--- config.mk ---
export PLATFORM = sky130hd
export DESIGN_NAME = reg_rr_arbiter
export DESIGN_NICKNAME = d
export VERILOG_FILES = /design/src/rtl/reg_rr_arbiter.sv
export SDC_FILE = /design/constraint.sdc
export NUM_CORES = 1
export LEC_CHECK = 0
export ABC_AREA = 0
export CAP_MARGIN = 20
export CORE_MARGIN = 8
export CORE_UTILIZATION = 31
export CTS_BUF_LIST = sky130_fd_sc_hd__clkbuf_4
export CTS_CLUSTER_DIAMETER = 40
export CTS_CLUSTER_SIZE = 25
export DETAILED_ROUTE_END_ITERATION = 8
export MAX_ROUTING_LAYER = met4
export PLACE_DENSITY = 0.68
export SLEW_MARGIN = 25
export SYNTH_ARGS = -nofsm -noshare
export SYNTH_HDL_FRONTEND = slang
export SYNTH_SLANG_ARGS = --single-unit
--- constraint.sdc ---
create_clock -name clk -period 3.45 [get_ports clk]
set_clock_uncertainty 0.05 [all_clocks]
set_input_delay 0.69 -clock clk [delete_from_list [all_inputs] [get_ports clk]]
set_output_delay 0.69 -clock clk [all_outputs]
set_load 0.02 [all_outputs]
--- src/rtl/reg_rr_arbiter.sv ---
// Round-robin arbiter that shares one DATAWIDTH-bit register among NREQ requesters, with per-requester lock.
// Optional lock timeout (MAX_HOLD consecutive locked captures) is enabled by defining REG_ARB_TIMEOUT_EN.
module reg_rr_arbiter #(
  parameter int DATAWIDTH = 32,
  parameter int NREQ      = 4,
  parameter int IDW       = 2,
  parameter int MAX_HOLD  = 8
) (
  input  logic                      clk,
  input  logic                      rst,
  input  logic [NREQ-1:0]           req,
  input  logic [NREQ-1:0]           lock,
  input  logic [NREQ*DATAWIDTH-1:0] d,
  output logic [NREQ-1:0]           gnt,
  output logic [DATAWIDTH-1:0]      q,
  output logic                      q_valid,
  output logic [IDW-1:0]            q_id
);

  typedef enum logic [0:0] {IDLE = 1'b0, LOCKED = 1'b1} state_t;

  state_t               state_r;
  state_t               state_next_s;
  logic [IDW-1:0]       last_owner_r;
  logic                 win_s;
  logic [IDW-1:0]       win_idx_s;
  logic [IDW-1:0]       cand_s;
  logic [NREQ-1:0]      gnt_next_s;
  logic [DATAWIDTH-1:0] d_arr_s [NREQ];

`ifdef REG_ARB_TIMEOUT_EN
  localparam int HCW = $clog2(MAX_HOLD + 1);
  logic [HCW-1:0] hold_cnt_r;
  logic [HCW-1:0] hold_next_s;
`endif

  for (genvar k = 0; k < NREQ; k++) begin : g_unpack
    assign d_arr_s[k] = d[k*DATAWIDTH +: DATAWIDTH];
  end

  // Winner selection: rotating search after the last owner in IDLE, owner only in LOCKED.
  always_comb begin
    int cand_v;
    win_s     = 1'b0;
    win_idx_s = {IDW{1'b0}};
    cand_s    = {IDW{1'b0}};
    cand_v    = 0;
    if (state_r == LOCKED) begin
      win_s     = req[last_owner_r];
      win_idx_s = last_owner_r;
    end else begin
      for (int i = 0; i < NREQ; i++) begin
        cand_v = int'(last_owner_r) + 1 + i;
        if (cand_v >= NREQ) begin
          cand_v = cand_v - NREQ;
        end else begin
          cand_v = cand_v;
        end
        cand_s = IDW'(cand_v);
        if (!win_s && req[cand_s]) begin
          win_s     = 1'b1;
          win_idx_s = cand_s;
        end else begin
          win_s = win_s;
        end
      end
    end
  end

  // One-hot grant decode of the winner.
  always_comb begin
    gnt_next_s = {NREQ{1'b0}};
    for (int k = 0; k < NREQ; k++) begin
      gnt_next_s[k] = win_s && (win_idx_s == IDW'(k));
    end
  end

  // Next-state logic for the ownership FSM.
  always_comb begin
    state_next_s = state_r;
`ifdef REG_ARB_TIMEOUT_EN
    hold_next_s  = hold_cnt_r;
`endif
    case (state_r)
      IDLE: begin
        if (win_s && lock[win_idx_s]) begin
          state_next_s = LOCKED;
`ifdef REG_ARB_TIMEOUT_EN
          hold_next_s  = HCW'(1);
`endif
        end else begin
          state_next_s = IDLE;
        end
      end
      LOCKED: begin
        if (win_s && lock[last_owner_r]) begin
          state_next_s = LOCKED;
`ifdef REG_ARB_TIMEOUT_EN
          hold_next_s  = hold_cnt_r + HCW'(1);
          // Reaching MAX_HOLD releases ownership even if lock stays high.
          if (hold_cnt_r >= HCW'(MAX_HOLD - 1)) begin
            state_next_s = IDLE;
          end else begin
            state_next_s = LOCKED;
          end
`endif
        end else begin
          state_next_s = IDLE;
        end
      end
      default: begin
        state_next_s = IDLE;
      end
    endcase
  end

  // State register and registered capture outputs.
  always_ff @(posedge clk or negedge rst) begin
    if (!rst) begin
      state_r      <= IDLE;
      last_owner_r <= IDW'(NREQ - 1);
      gnt          <= {NREQ{1'b0}};
      q            <= {DATAWIDTH{1'b0}};
      q_valid      <= 1'b0;
      q_id         <= {IDW{1'b0}};
    end else begin
      state_r <= state_next_s;
      if (win_s) begin
        gnt          <= gnt_next_s;
        q            <= d_arr_s[win_idx_s];
        q_valid      <= 1'b1;
        q_id         <= win_idx_s;
        last_owner_r <= win_idx_s;
      end else begin
        gnt     <= {NREQ{1'b0}};
        q_valid <= 1'b0;
      end
    end
  end

`ifdef REG_ARB_TIMEOUT_EN
  // Consecutive locked-capture counter.
  always_ff @(posedge clk or negedge rst) begin
    if (!rst) begin
      hold_cnt_r <= {HCW{1'b0}};
    end else begin
      hold_cnt_r <= hold_next_s;
    end
  end
`endif

endmodule

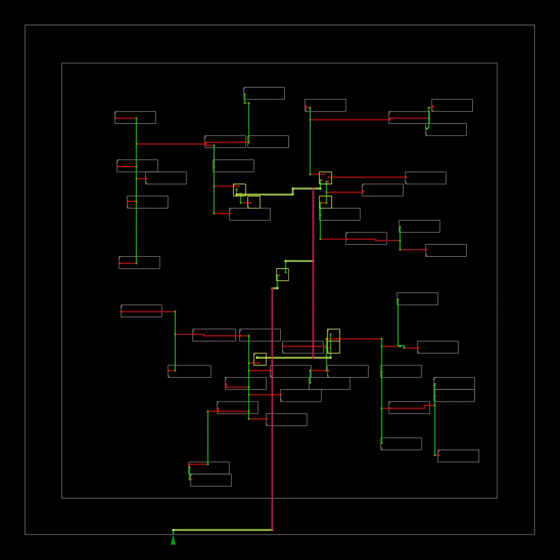
Fig. 1. Clock wiring as the flow saved it.
clock latency at the later pin of the worst-skew pair: 0.35 ns
Clock Buffer Count: 8

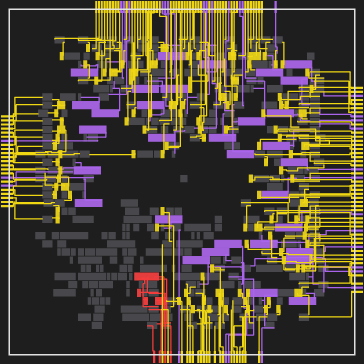
Fig. 2. Wires at chosen ports, followed through buffers.
Drawn at 3 px/µm.
- lock: red (direction input; edge bottom; end cells 4; buffers 4; wire 151 µm)
- q: purple (direction output; edge 13 top, 12 right, 4 bottom, 3 left; end cells 32; buffers 32; wire 1,140 µm)
- d: yellow (direction input; edge 49 top, 38 right, 21 bottom, 20 left; end cells 128; buffers 128; wire 3,520 µm)
Ports: 177
PortBufs: 176

==> out/metrics.yaml <==
core_um2: 9590
r2r_end: "q[7]"
synth_adder_area_share_pct: 0
clock_area_share_pct: 1.23
top_layer: "met4"
placed_area_um2: 4830
instances_no_fill: 653
min_period_ns: 2.71
worstPathCellList: "clkdlybuf4s50_1 -> and3b_1 -> o21ai_1 -> o311a_4 -> buf_12 -> nand2_1 -> and3_1 -> a311oi_1"
comb_area_share_pct: 35.9
warnings: 26
drt-pass1-iter-count: 6
fp-row-count: 36
fp_util_pct: 31.5
signal_buffers: 184
die_y_um: 115
p_total_mw: 4.51
grt.met2_usage_pct: 30.2
synthTopCellsByCount: "nand2_1 (137), nor2_1 (41), dfrtp_1 (40)"
status: "complete, no violations"
rr_startpoint: "last_owner_r[0]"
startpoint: "req[2]"
numSequentialCells: 42
wl_met2_um: 5750
end_kind: "flop"
sh_seq_area_pct: 21.5
critPathMaxStageDelay_ns: 0.59
largest_reg_flops: 32
n_fill_cell: 933
power.clock.total_mw: 0.269
grtUsageTotal_pct: 16.7
synth_top_area_share_pct: 33.2
clock.fmax_mhz: 369
yosys_warnings: 0
ff_type: "dfrtp_1"
layout-drive-gt1-share_pct: 12.1
drv_slew: 0
mostFrequentLayoutCells: "clkdlybuf4s50_1 (175), nand2_1 (137), nor2_1 (41)"
yosys_area_um2: 3020
final-hold-violation-count: 0
crit_cells: 8
numCtsBuffers: 5
post-cts-setup-buffers: 0
ys_ff: 42
crit_path_end: "q[7]"
grt-ovfl-total: 0
ys_sh_aoi_pct: 21.7
comb_area_um2: 1760
ys_cells: 356
fin_tns_setup_ns: 0
area_leaders: "dfrtp_1 (33%), nand2_1 (17%), a311oi_2 (15%)"
cts_tree: "yes"
p_seq_mw: 0.952
synth.most_common_cell: "nand2_1"
reg2reg_depth: 7
synth-xor-area-share_pct: 0
synth_cells: 356
syn_to_final_growth_pct: 62.1
clkPwrFrac_pct: 6.0
hpwl_um: 8320
crit_type: "in2reg"
top_usage_layer: "met2"
yosys.cell_types.count: 36
cp_top_family: "AND-OR/OR-AND gates"
grt_max_degree: 66
layout_top_cell: "clkdlybuf4s50_1"
die_w_um: 115
antenna_found_initial: 1
synth_nets: 494
crit_required_ns: 3.65
path_buffers: 2
path_max_fanout: 65
p_leak_nw: 2.04
p_per_area_nw_per_um2: 922
async_reset_ff_share_pct: 100
r2r_setup_slack_ns: 0.97
regMostFlops: "q"
swShare_pct: 46.9
cts.hold.buffers_added: 0
worstPathArrival_ns: 2.91
clockRootBuffer: "clkbuf_4"
vdd_drop_max_v: 0.000866
drc: 0
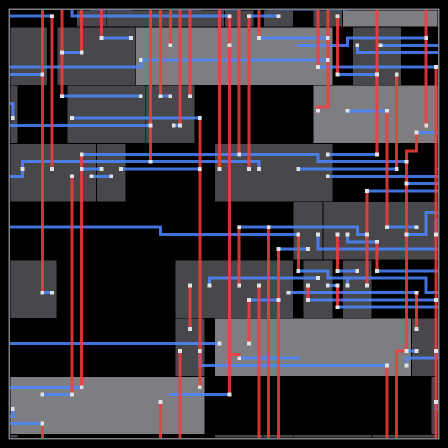
Fig. 3. Layout detail.
Window x 76 to 96, y 76 to 96 µm. Cells in grey, sequential cells in the stronger grey; small squares are vias.
- M2: red
- M1: blue
- most frequent: a311oi_2 (4), nand2_1 (4), dfrtp_1 (4)
- sequential cells in the window: 4
- netlist names of flops here include: q (4)
- cells with their middle in the window: 19

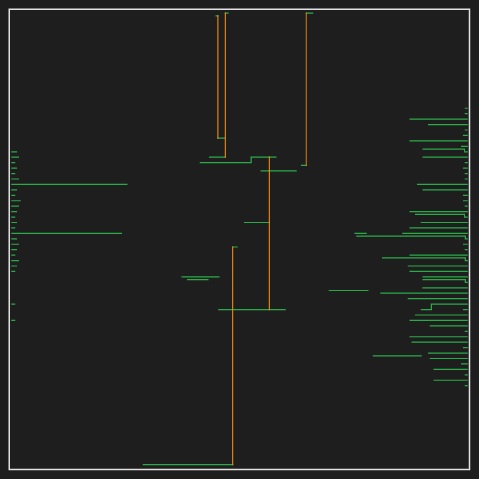
Fig. 4. Signal wires by layer.
Drawn at 4 px/µm. Two of the layers only.
- M4: orange (wire length 197 µm)
- M3: green (wire length 647 µm)
Routed wire per std cell: 16.9 µm
total vias in the final route: 3,177
final wirelength: 11,000 µm

